[src/rtl/life_pkg.sv]
// Shared types and constants for the Game-of-Life generation sequencer.
package life_pkg;

    localparam int N_CELLS_DEF = 64;
    localparam int GEN_W_DEF   = 16;
    localparam int RATE_W_DEF  = 16;
    localparam int CELL_IDX_W  = 6;
    localparam int CELL_CNT_W  = 7;

    localparam logic BRD_SRC_EXT = 1'b0;
    localparam logic BRD_SRC_UPD = 1'b1;

    typedef enum logic [2:0] {
        ST_IDLE,
        ST_LOAD,
        ST_CAPTURE,
        ST_TRANSFER,
        ST_WAIT
    } gen_state_t;

endpackage

[src/rtl/life_gen_sequencer_if.sv]
// Command, seed-load, board-strobe and cell-stream signals between host/board and sequencer.
interface life_gen_sequencer_if #(
    parameter int GEN_W  = life_pkg::GEN_W_DEF,
    parameter int RATE_W = life_pkg::RATE_W_DEF
) ();

    logic                              cmd_load;
    logic                              cmd_step;
    logic                              cmd_run;
    logic                              cmd_pause;
    logic [RATE_W-1:0]                 rate;
    logic                              ld_valid;
    logic                              ld_bit;
    logic                              ld_ready;
    logic                              brd_shift;
    logic                              brd_src;
    logic                              brd_capture;
    logic                              brd_empty;
    logic                              brd_changed;
    logic                              cell_valid;
    logic [life_pkg::CELL_IDX_W-1:0]   cell_idx;
    logic [GEN_W-1:0]                  gen_count;
    logic                              busy;
    logic                              halted_still;
    logic                              halted_empty;

    // The master side is the host plus the board datapath; the sequencer is the slave.
    modport master (
        output cmd_load, cmd_step, cmd_run, cmd_pause, rate,
        output ld_valid, ld_bit, brd_empty, brd_changed,
        input  ld_ready, brd_shift, brd_src, brd_capture,
        input  cell_valid, cell_idx, gen_count, busy, halted_still, halted_empty
    );

    modport slave (
        input  cmd_load, cmd_step, cmd_run, cmd_pause, rate,
        input  ld_valid, ld_bit, brd_empty, brd_changed,
        output ld_ready, brd_shift, brd_src, brd_capture,
        output cell_valid, cell_idx, gen_count, busy, halted_still, halted_empty
    );

endinterface

[src/rtl/life_rate_timer.sv]
// Loadable down-counter that times the idle gap between generations in run mode.
module life_rate_timer #(
    parameter int RATE_W = 16
) (
    input  logic              clk,
    input  logic              rst_n,
    input  logic              load,
    input  logic [RATE_W-1:0] load_val,
    input  logic              en,
    output logic              expire
);

    logic [RATE_W-1:0] count;

    // Expire on the cycle the count reads 1, so a load of N yields N enabled cycles.
    assign expire = en && (count == RATE_W'(1));

    always_ff @(posedge clk or negedge rst_n) begin
        if (!rst_n) begin
            count <= '0;
        end else if (load) begin
            count <= load_val;
        end else if (en && (count != '0)) begin
            count <= count - RATE_W'(1);
        end
    end

endmodule

[src/rtl/life_gen_sequencer.sv]
// Control FSM for the 8x8 Game-of-Life board: seed load, step/run generations, cell streaming.
module life_gen_sequencer
    import life_pkg::*;
#(
    parameter int N_CELLS = N_CELLS_DEF,
    parameter int GEN_W   = GEN_W_DEF,
    parameter int RATE_W  = RATE_W_DEF
) (
    input  logic                 clk,
    input  logic                 rst_n,
    life_gen_sequencer_if.slave  bus
);

    gen_state_t              state;
    logic [CELL_CNT_W-1:0]   cell_cnt;
    logic                    run_mode;
    logic                    pause_pending;
    logic                    chg;
    logic                    empty_pending;
    logic [GEN_W-1:0]        gen_count_q;
    logic                    halted_still_q;
    logic                    halted_empty_q;

    logic                    last_cell;
    logic                    run_continue;
    logic                    timer_load;
    logic                    timer_expire;

    assign last_cell    = (cell_cnt == CELL_CNT_W'(N_CELLS - 1));
    assign run_continue = run_mode && !pause_pending && !bus.cmd_pause && chg;
    assign timer_load   = (state == ST_TRANSFER) && last_cell && run_continue && (bus.rate != '0);

    life_rate_timer #(
        .RATE_W (RATE_W)
    ) u_rate_timer (
        .clk      (clk),
        .rst_n    (rst_n),
        .load     (timer_load),
        .load_val (bus.rate),
        .en       (state == ST_WAIT),
        .expire   (timer_expire)
    );

    // A pause never truncates a transfer; it is latched and honoured at the generation boundary.
    always_ff @(posedge clk or negedge rst_n) begin
        if (!rst_n) begin
            state          <= ST_IDLE;
            cell_cnt       <= '0;
            run_mode       <= 1'b0;
            pause_pending  <= 1'b0;
            chg            <= 1'b0;
            empty_pending  <= 1'b0;
            gen_count_q    <= '0;
            halted_still_q <= 1'b0;
            halted_empty_q <= 1'b0;
        end else begin
            if (empty_pending) begin
                halted_empty_q <= bus.brd_empty;
                empty_pending  <= 1'b0;
            end
            unique case (state)
                ST_IDLE: begin
                    pause_pending <= 1'b0;
                    if (bus.cmd_pause) begin
                        run_mode <= 1'b0;
                    end else if (bus.cmd_load) begin
                        state          <= ST_LOAD;
                        cell_cnt       <= '0;
                        gen_count_q    <= '0;
                        halted_still_q <= 1'b0;
                        halted_empty_q <= 1'b0;
                        empty_pending  <= 1'b0;
                    end else if (bus.cmd_run) begin
                        run_mode <= 1'b1;
                        state    <= ST_CAPTURE;
                    end else if (bus.cmd_step) begin
                        run_mode <= 1'b0;
                        state    <= ST_CAPTURE;
                    end
                end
                ST_LOAD: begin
                    if (bus.ld_valid) begin
                        if (last_cell) begin
                            cell_cnt <= '0;
                            state    <= ST_IDLE;
                        end else begin
                            cell_cnt <= cell_cnt + CELL_CNT_W'(1);
                        end
                    end
                end
                ST_CAPTURE: begin
                    chg      <= bus.brd_changed;
                    cell_cnt <= '0;
                    state    <= ST_TRANSFER;
                    if (bus.cmd_pause) begin
                        pause_pending <= 1'b1;
                    end
                end
                ST_TRANSFER: begin
                    if (bus.cmd_pause) begin
                        pause_pending <= 1'b1;
                    end
                    if (last_cell) begin
                        cell_cnt       <= '0;
                        halted_still_q <= ~chg;
                        empty_pending  <= 1'b1;
                        if (gen_count_q != '1) begin
                            gen_count_q <= gen_count_q + GEN_W'(1);
                        end
                        if (run_continue) begin
                            state <= (bus.rate == '0) ? ST_CAPTURE : ST_WAIT;
                        end else begin
                            state         <= ST_IDLE;
                            run_mode      <= 1'b0;
                            pause_pending <= 1'b0;
                        end
                    end else begin
                        cell_cnt <= cell_cnt + CELL_CNT_W'(1);
                    end
                end
                ST_WAIT: begin
                    if (bus.cmd_pause) begin
                        state    <= ST_IDLE;
                        run_mode <= 1'b0;
                    end else if (timer_expire) begin
                        state <= ST_CAPTURE;
                    end
                end
                default: begin
                    state <= ST_IDLE;
                end
            endcase
        end
    end

    assign bus.ld_ready     = (state == ST_LOAD);
    assign bus.brd_shift    = ((state == ST_LOAD) && bus.ld_valid) || (state == ST_TRANSFER);
    assign bus.brd_src      = (state == ST_TRANSFER) ? BRD_SRC_UPD : BRD_SRC_EXT;
    assign bus.brd_capture  = (state == ST_CAPTURE);
    assign bus.cell_valid   = (state == ST_TRANSFER);
    assign bus.cell_idx     = (state == ST_TRANSFER) ? cell_cnt[CELL_IDX_W-1:0] : '0;
    assign bus.gen_count    = gen_count_q;
    assign bus.busy         = (state != ST_IDLE);
    assign bus.halted_still = halted_still_q;
    assign bus.halted_empty = halted_empty_q;

endmodule

[src/flat_wrapper.sv]
// flat-port wrapper written by rule: the top's interface ports become plain ports
module life_gen_sequencer_flat import life_pkg::*;
#(
    parameter int N_CELLS = N_CELLS_DEF,
    parameter int GEN_W   = GEN_W_DEF,
    parameter int RATE_W  = RATE_W_DEF
)
  (clk, rst_n, bus_cmd_load, bus_cmd_step, bus_cmd_run, bus_cmd_pause, bus_rate, bus_ld_valid, bus_ld_bit, bus_brd_empty, bus_brd_changed, bus_ld_ready, bus_brd_shift, bus_brd_src, bus_brd_capture, bus_cell_valid, bus_cell_idx, bus_gen_count, bus_busy, bus_halted_still, bus_halted_empty);
  life_gen_sequencer_if #(.GEN_W(GEN_W), .RATE_W(RATE_W)) bus_i ();
  input  logic clk;
  input  logic rst_n;
  input wire logic [$bits(bus_i.cmd_load)-1:0] bus_cmd_load;
  input wire logic [$bits(bus_i.cmd_step)-1:0] bus_cmd_step;
  input wire logic [$bits(bus_i.cmd_run)-1:0] bus_cmd_run;
  input wire logic [$bits(bus_i.cmd_pause)-1:0] bus_cmd_pause;
  input wire logic [$bits(bus_i.rate)-1:0] bus_rate;
  input wire logic [$bits(bus_i.ld_valid)-1:0] bus_ld_valid;
  input wire logic [$bits(bus_i.ld_bit)-1:0] bus_ld_bit;
  input wire logic [$bits(bus_i.brd_empty)-1:0] bus_brd_empty;
  input wire logic [$bits(bus_i.brd_changed)-1:0] bus_brd_changed;
  output wire logic [$bits(bus_i.ld_ready)-1:0] bus_ld_ready;
  output wire logic [$bits(bus_i.brd_shift)-1:0] bus_brd_shift;
  output wire logic [$bits(bus_i.brd_src)-1:0] bus_brd_src;
  output wire logic [$bits(bus_i.brd_capture)-1:0] bus_brd_capture;
  output wire logic [$bits(bus_i.cell_valid)-1:0] bus_cell_valid;
  output wire logic [$bits(bus_i.cell_idx)-1:0] bus_cell_idx;
  output wire logic [$bits(bus_i.gen_count)-1:0] bus_gen_count;
  output wire logic [$bits(bus_i.busy)-1:0] bus_busy;
  output wire logic [$bits(bus_i.halted_still)-1:0] bus_halted_still;
  output wire logic [$bits(bus_i.halted_empty)-1:0] bus_halted_empty;
  assign bus_i.cmd_load = bus_cmd_load;
  assign bus_i.cmd_step = bus_cmd_step;
  assign bus_i.cmd_run = bus_cmd_run;
  assign bus_i.cmd_pause = bus_cmd_pause;
  assign bus_i.rate = bus_rate;
  assign bus_i.ld_valid = bus_ld_valid;
  assign bus_i.ld_bit = bus_ld_bit;
  assign bus_i.brd_empty = bus_brd_empty;
  assign bus_i.brd_changed = bus_brd_changed;
  assign bus_ld_ready = bus_i.ld_ready;
  assign bus_brd_shift = bus_i.brd_shift;
  assign bus_brd_src = bus_i.brd_src;
  assign bus_brd_capture = bus_i.brd_capture;
  assign bus_cell_valid = bus_i.cell_valid;
  assign bus_cell_idx = bus_i.cell_idx;
  assign bus_gen_count = bus_i.gen_count;
  assign bus_busy = bus_i.busy;
  assign bus_halted_still = bus_i.halted_still;
  assign bus_halted_empty = bus_i.halted_empty;
  life_gen_sequencer #(.N_CELLS(N_CELLS), .GEN_W(GEN_W), .RATE_W(RATE_W)) u_core (.clk(clk), .rst_n(rst_n), .bus(bus_i));
endmodule
[config.mk]
export PLATFORM = sky130hd
export DESIGN_NAME = life_gen_sequencer_flat
export DESIGN_NICKNAME = d
export VERILOG_FILES = /design/src/rtl/life_pkg.sv /design/src/rtl/life_gen_sequencer_if.sv /design/src/rtl/life_rate_timer.sv /design/src/rtl/life_gen_sequencer.sv /design/src/flat_wrapper.sv
export SDC_FILE = /design/constraint.sdc
export NUM_CORES = 1
export LEC_CHECK = 0
export ABC_CLOCK_PERIOD_IN_PS = 4300
export CORE_ASPECT_RATIO = 1.1
export CORE_UTILIZATION = 45
export DETAILED_ROUTE_END_ITERATION = 10
export GPL_TIMING_DRIVEN = 0
export PLACE_DENSITY = 0.71
export SYNTH_ARGS = -nofsm -noshare
export SYNTH_HDL_FRONTEND = slang
export SYNTH_SLANG_ARGS = --single-unit
[constraint.sdc]
create_clock -name clk -period 4.3 [get_ports clk]
set_input_delay 0.645 -clock clk [delete_from_list [all_inputs] [get_ports clk]]
set_output_delay 0.645 -clock clk [all_outputs]
set_load 0.005 [all_outputs]
Run 1, selected gate families:
Bar = 20 microns.
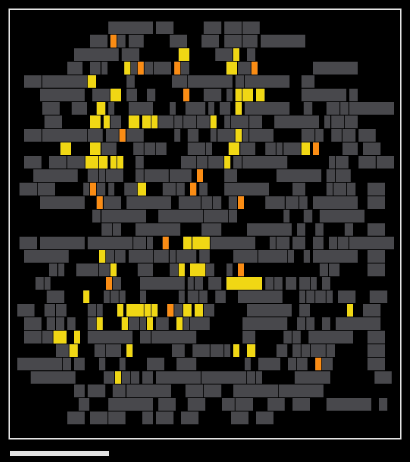
Key: yellow = nor cells [cells 54, most used nor2_1]; orange = inv cells [cells 17, most used inv_1]

Run 1, sequential cells coloured by netlist name:
Bar = 20 microns. Other sequential cells in the stronger grey, the rest of the logic in the fainter grey.
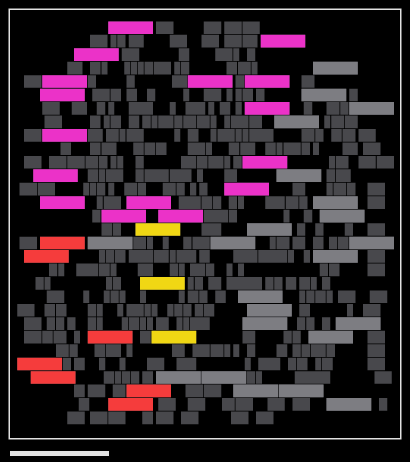
Key: magenta = `u_core.u_rate_timer.count` [flops 16]; red = `u_core.cell_cnt` [flops 7, where bottom left]; yellow = `u_core.state` [flops 3]
Another 22 sequential cells are not coloured.

Run 1, cell placement:
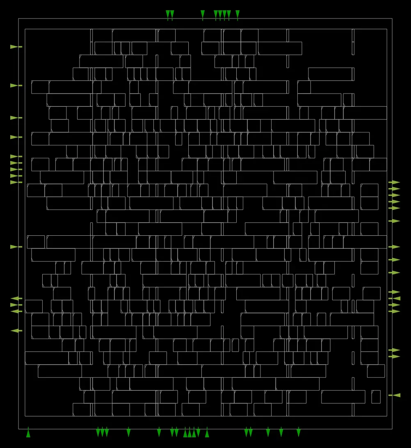
fraction of area in registers: 32.7%
Seq cells: 48

==> flow_metrics.py, run 1 <==
# Auto-generated metrics
metrics = {
    "worst_setup_path": {
        "criticalPathCategory": "reg -> out",
        "cp_max_fo": 11,
        "crit_path_start_kind": "register",
    },
    "clock_tree": {
        "root_buffer": "clkbuf_8",
        "cts_made_buffers": 5,
        "clkLatencyLatePin_ns": 0.30,
        "htree_levels": 2,
        "cts_tree": "built",
    },
    "outcome": {
        "status": "complete, no violations",
    },
    "synth": {
        "ys_cells": 337,
        "yosysUniqueCellTypes": 57,
        "ys_area_sq_um": 2920,
        "synthArstFlopShare_pct": 100,
        "avgSynthCellArea_sq_um": 8.68,
    },
    "worst_hold_path": {
        "worstHoldPathType": "in -> async",
    },
    "place": {
        "place.detailed.instances": 472,
    },
    "drt": {
        "post-route-drc-count": 0,
        "drtIter0Drc": 181,
        "vias": 2815,
    },
    "pwr": {
        "clkPwrFrac_pct": 29.4,
        "power-top-group": "registers",
    },
    "finish": {
        "logic_gate_count": 257,
        "mostFrequentLayoutCell": "clkdlybuf4s50_1",
        "logic_area_sq_um": 1580,
        "mostFrequentLayoutCells": "53 x clkdlybuf4s50_1, 48 x dfrtp_1, 31 x nand2_1",
        "n_antenna_cell": 0,
        "n_all_inverters": 17,
    },
    "grt": {
        "grt_busiest_layer": "met2",
    },
}
==> inputs of run 2 (changes only) <==
ABC_CLOCK_PERIOD_IN_PS = 3040   (was 4300)
clock period = 3.04 ns   (was 4.3 ns; I/O delays follow)
Run 2, cells coloured by class:
Bar = 20 microns. Fill, decap, tap and diode cells in grey.
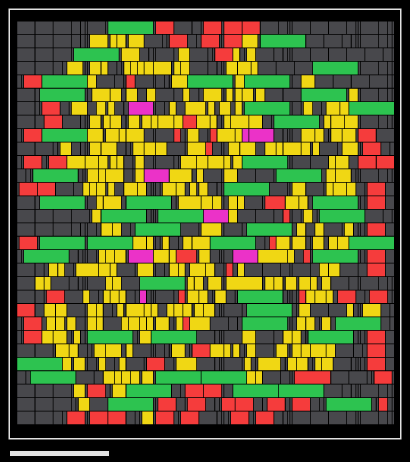
Key: yellow = remaining logic cells [cells 274]; magenta = clock drivers and dummy loads [cells 8]; green = registers [cells 48]; red = remaining buffers and delay cells [cells 70]

Run 2, cell placement:
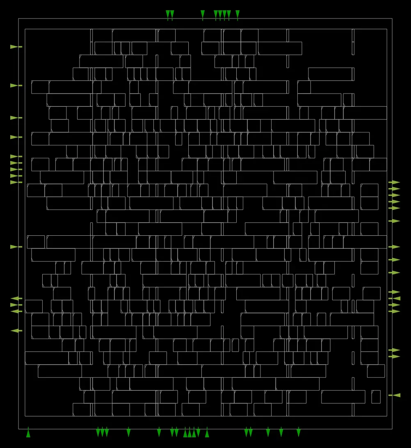
Tapcells: 80
Core Footprint: 6230 sq um
Placement Rows: 30
final cell count without fillers: 480

==> run 2 against run 1 <==
Against the previous run:
- clock power up 41%
- clock-buffer cell count unchanged
- via count unchanged
- clock skew is the same
- critical path type unchanged
- sequential share of layout area did not move
- sequential power increased by 42%
- worst setup slack lost 1.1 ns
- combinational power rose by 42%
- first-iteration DRC count is the same
- register-to-register slack lost 1.3 ns
- sequential cell count stayed put
- die area unchanged
==> flow_metrics.py, run 2 <==
# Auto-generated metrics
metrics = {
    "synth": {
        "ys_area_sq_um": 2920,
        "ys_cells": 337,
        "yosysUniqueCellTypes": 57,
        "avgSynthCellArea_sq_um": 8.68,
    },
    "worst_hold_path": {
        "worstHoldPathType": "in -> async",
    },
    "pwr": {
        "power-top-group": "registers",
        "clkPwrFrac_pct": 29.4,
    },
    "drt": {
        "vias": 2815,
        "post-route-drc-count": 0,
    },
    "clock_tree": {
        "cts_made_buffers": 5,
        "clkLatencyLatePin_ns": 0.30,
        "root_buffer": "clkbuf_8",
        "cts_tree": "built",
    },
    "worst_setup_path": {
        "criticalPathCategory": "reg -> out",
        "crit_path_start_kind": "register",
    },
    "finish": {
        "mostFrequentLayoutCell": "clkdlybuf4s50_1",
        "mostFrequentLayoutCells": "53 x clkdlybuf4s50_1, 48 x dfrtp_1, 31 x nand2_1",
        "flops": 48,
        "logic_gate_count": 257,
        "logic_area_sq_um": 1580,
        "n_antenna_cell": 0,
    },
    "grt": {
        "grt_busiest_layer": "met2",
    },
    "outcome": {
        "status": "complete, no violations",
    },
}
==> inputs of run 3 (changes only) <==
HOLD_SLACK_MARGIN = 0.05   (was not set)
Run 3, cells coloured by class:
Bar = 20 microns. Fill, decap, tap and diode cells in grey.
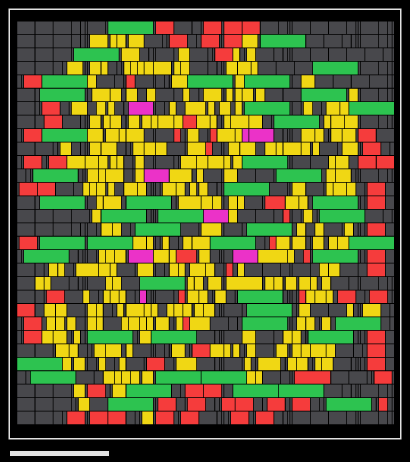
post-route cell area: 3670 sq um
final core occ: 58.9%

Run 3, selected gate families:
Bar = 20 microns.
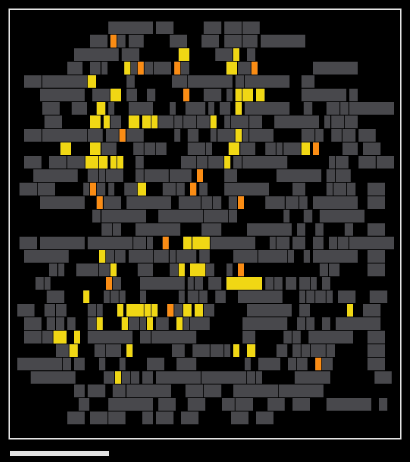
most frequent logic cell in the layout: clkdlybuf4s50_1
multi-input combinational area share: 43.0%

==> run 3 against run 2 <==
Against the previous run:
- sequential power hardly changed
- register-to-register slack hardly changed
- synthesized cell count stayed put
- non-clock buffer count stayed put
- combinational power hardly changed
- first-iteration DRC count stayed put
- sequential cell count stayed put
- worst hold slack stayed put
- maximum frequency stayed put
- sequential share of layout area stayed put
- routed wire length stayed put
- global-route usage stayed put
- critical endpoint unchanged
==> flow_metrics.py, run 3 <==
# Auto-generated metrics
metrics = {
    "place": {
        "place_ws_ns": 0.215,
        "port_buffers": 54,
        "place.detailed.instances": 472,
    },
    "grt": {
        "grt_max_degree": 30,
        "grt_pass1_vias": 2509,
        "antenna_found_initial": 0,
        "overflow": 0,
        "grt_busiest_layer": "met2",
    },
    "pwr": {
        "clkPwrFrac_pct": 29.4,
        "comb_power_mw": 0.234,
        "seq_cell_power_mw": 0.736,
        "switching_share_pct": 27.6,
        "p_clk_mw": 0.403,
        "power-top-group": "registers",
    },
    "clock_tree": {
        "cts_tree": "built",
        "cts_made_buffers": 5,
        "clkLatencyLatePin_ns": 0.30,
        "root_buffer": "clkbuf_8",
        "cts.clk_slew.worst_paths_ns": 0.09,
    },
    "finish": {
        "flops": 48,
        "ff_latch_area_sq_um": 1200,
        "final_cells": 480,
        "n_all_inverters": 17,
        "nets": 429,
        "logic_gate_count": 257,
        "seq_share_pct": 32.7,
        "n_antenna_cell": 0,
        "mostFrequentLayoutCells": "53 x clkdlybuf4s50_1, 48 x dfrtp_1, 31 x nand2_1",
        "logic_area_sq_um": 1580,
        "synthToLayoutAreaGrowth_pct": 25.5,
    },
    "synth": {
        "yosys_warnings": 0,
        "yosysUniqueCellTypes": 57,
        "ys_sh_mux_pct": 3.89,
        "synthArstFlopShare_pct": 100,
        "avgSynthCellArea_sq_um": 8.68,
        "synthCells": 337,
        "ys_cells": 337,
        "ys_area_sq_um": 2920,
        "synth.cellmix.compoundShare_pct": 19.8,
    },
    "drt": {
        "drtIter0Drc": 181,
        "post-route-drc-count": 0,
        "vias": 2815,
    },
    "die": {
        "rows": 30,
        "n_tap_cell": 80,
    },
    "worst_setup_path": {
        "path_cells": "buf_6 -> nand3b_1 -> inv_1 -> clkbuf_1 -> and2_1 -> clkdlybuf4s50_1",
        "cp_max_fo": 11,
        "crit_path_start_kind": "register",
        "criticalPathCategory": "reg -> out",
    },
    "outcome": {
        "status": "complete, no violations",
    },
    "worst_hold_path": {
        "worstHoldPathType": "in -> async",
    },
}
No activity file was given, so power comes from the tool's default toggle rates.
